Design phy_rx_deframer_flat, sky130hd; sources not shown.
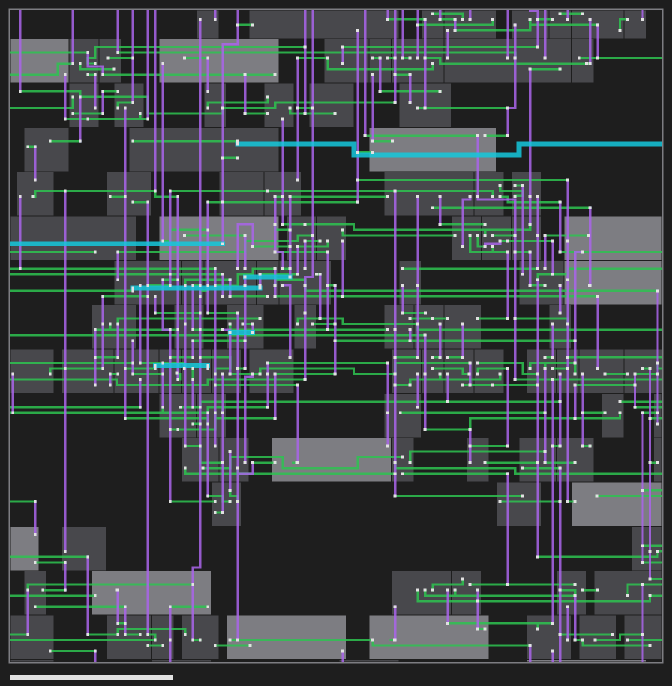
*Close-up of the layout, run 1*
Bar = 10 um. Region (41, 8) to (81, 48) um. Cells in gray, sequential cells in the stronger gray; small squares are vias.
[metal 3] cyan
[metal 1] green
[metal 2] purple
most frequent: nand2_1 (12), a21oi_1 (10)
cells with their middle in the window: 102
sequential cells in the window: 10

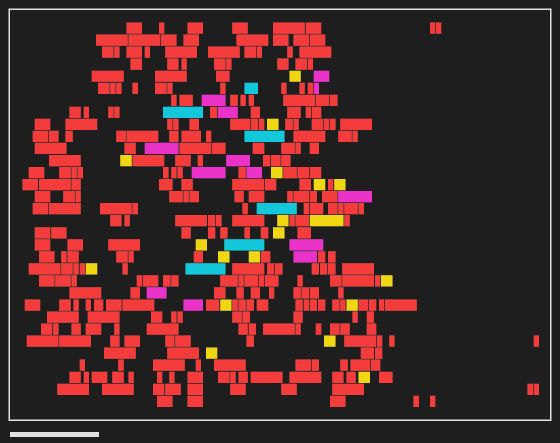
*Cells by drive strength, run 1*
Bar = 20 um.
[_3 and _4 cells] yellow | cells: 19 | most used: buf_4
[_0 and _1 cells] red | cells: 316 | most used: nand2_1
[_2 cells] magenta | cells: 13 | most used: dfxtp_2
[_6 and larger] cyan | cells: 6 | most used: clkbuf_16
Final Instance Area: 0.00328 mm^2
Syn-to-layout area delta: 25.6%
final setup margin: 0.353 ns
Signal buffers: 50

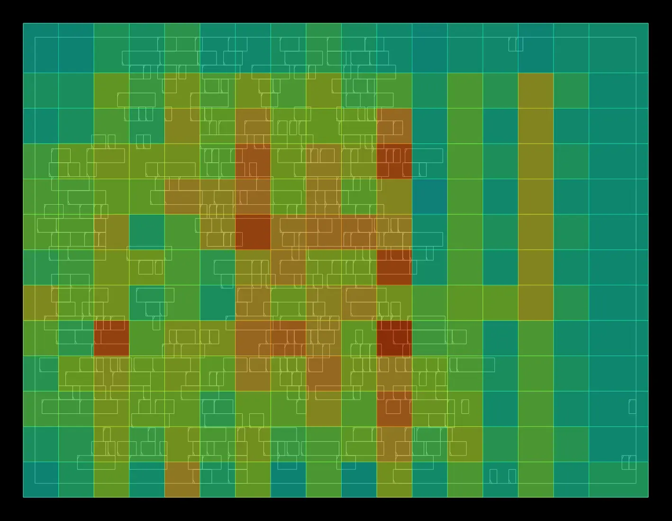
*Congestion heat map, run 1*
GRT Overall Usage: 12.0%
M2 GR Usage: 17.2%
busiest grt layer: met1
met3 usage: 2.28%
fin util: 32.1%

==> reports/qor.txt, run 1 <==
Synth top cells by count -> 61 x nand2_1, 52 x dfxtp_1, 24 x a21boi_0
Synthesis Warnings -> 0
Die Span Y -> 92.5 um
PD cells -> 510 mW/mm^2
FP Rows -> 32
Placed cell area -> 0.00311 mm^2
Setup TNS -> 0 ns
Mapped Cells -> 320
Clock buffers -> 5
Comb area share -> 44.0%
Max_cap viols -> 0
Outcome -> completed
Clk. pwr -> 0.660 mW
Largest net degree at the start of global routing -> 23
Dominant flop cell -> dfxtp_1
Die Area -> 0.0113 mm^2
WL final -> 6460 um
Cells on Worst Hold Path -> 2
Die X -> 122 um
Worst path max stage delay -> 0.44 ns
Comb gates -> 239
Crit start category -> flip-flop
Dominant kind of cell -> multi-input combinational cells
Layout cells sized above 1 -> 10.7%
Ys async rst share -> 0%
Area fraction in xor and xnor cells -> 3.36%
First-pass GRT wire length -> 10700 um
AO/OA Area Share -> 16.5%
Dominant logic cell type in the layout -> nand2_1
Simple Share, Synth -> 28.4%
Setup CP Type -> reg -> reg
Worst-path clk slew -> 0.07 ns
Post-Syn Area -> 0.00261 mm^2
R2R cell count -> 7
Crit path DRT -> 2.60 ns
R2R setup slack -> 0.35 ns
Post-Place Worst Slack -> 0.193 ns
Top power group -> sequential cells
Sw frac -> 26.1%
Fillers -> 1091
Seq share, synth -> 39.9%
Total power -> 1.67 mW
Gp weighted congestion -> 0.794
CP Buf/Inv Count -> 0
Tap Count -> 136
Crit end category -> flip-flop
Flip-flops -> 52
Post-route ant nets -> 0
Pre-antenna DRT Iters -> 4
Reg power frac -> 49.7%
Yosys top cell by area -> dfxtp_1
Dpl hpwl -> 4620 um
--- run 2 (diff from run 1) ---
--- a/config.mk
+++ b/config.mk
@@ -5,13 +5,13 @@
 export SDC_FILE = /design/constraint.sdc
 export NUM_CORES = 1
 export LEC_CHECK = 0
+export ABC_AREA = 1
 export CAP_MARGIN = 20
 export CORE_ASPECT_RATIO = 0.75
 export CORE_MARGIN = 2
 export CORE_UTILIZATION = 25
 export DETAILED_ROUTE_END_ITERATION = 8
 export PLACE_DENSITY_LB_ADDON = 0.2
-export SETUP_SLACK_MARGIN = 0.1
 export SYNTH_ARGS = -nofsm -noshare
 export SYNTH_HDL_FRONTEND = slang
 export SYNTH_SLANG_ARGS = --single-unit
==> reports/qor.txt, run 2 <==
Outcome -> completed
WL final -> 5680 um
Die X -> 116 um
Setup CP Type -> reg -> reg
Post-Syn Area -> 0.00236 mm^2
Clock buffers -> 5
Mapped Cells -> 327
Post-route ant nets -> 0
Final Instance Area -> 0.00300 mm^2
Dominant logic cell type in the layout -> nand2_1
Core area -> 0.00912 mm^2
Crit end category -> flip-flop
Layout cells sized above 1 -> 6.59%
PD cells -> 779 mW/mm^2
Tap Count -> 128
Worst-path clk slew -> 0.07 ns
Flop share of the area -> 34.8%
Fin util -> 32.8%
Worst path max stage delay -> 0.42 ns
Max_cap viols -> 0
Clk. pwr -> 0.828 mW
Die Span Y -> 88.1 um
Seq share, synth -> 44.2%
Final setup margin -> 0.522 ns
AO/OA Area Share -> 14.8%
Top logic cells by instance count in the layout -> 69 x nand2_1, 58 x nor2_1, 52 x dfxtp_1, 35 x o21ai_0, 33 x clkdlybuf4s50_1
Synth top cells by count -> 69 x nand2_1, 58 x nor2_1, 52 x dfxtp_1
Placed cell area -> 0.00281 mm^2
Area fraction in xor and xnor cells -> 0.743%
Dpl hpwl -> 4180 um
R2R cell count -> 12
Synthesis Warnings -> 0
Comb area share -> 37.3%
Post-Place Worst Slack -> 0.325 ns
Gp weighted congestion -> 0.836
Crit start category -> flip-flop
CP Buf/Inv Count -> 0
Cells on Worst Hold Path -> 2
FP Rows -> 30
Dominant kind of cell -> multi-input combinational cells
R2R setup slack -> 0.52 ns
Sw frac -> 30.8%
Comb gate area -> 0.00112 mm^2
Top power group -> sequential cells
Signal buffers -> 38
Die Area -> 0.0102 mm^2
Comb gates -> 234
Busiest grt layer -> met1
Dominant flop cell -> dfxtp_1
Crit path DRT -> 2.58 ns
Fillers -> 996
Largest net degree at the start of global routing -> 21
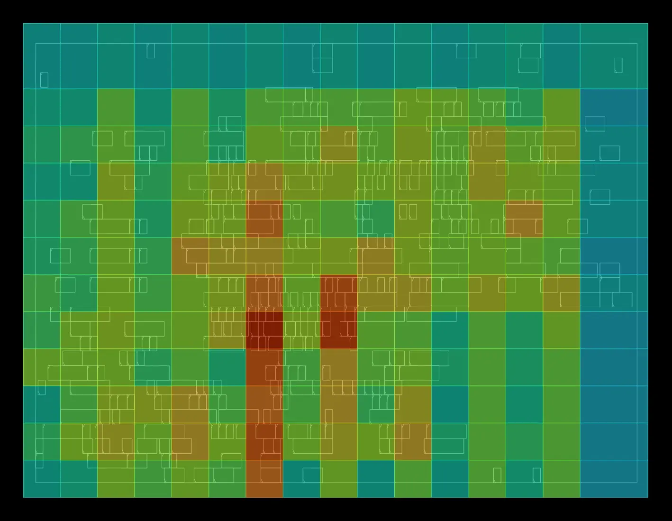
*Congestion heat map, run 2*
met3 usage: 3.04%
GRT Overall Usage: 11.7%
M2 GR Usage: 15.9%
Routed WL per cell: 11.5 um

Power and IR drop assume default switching activity.
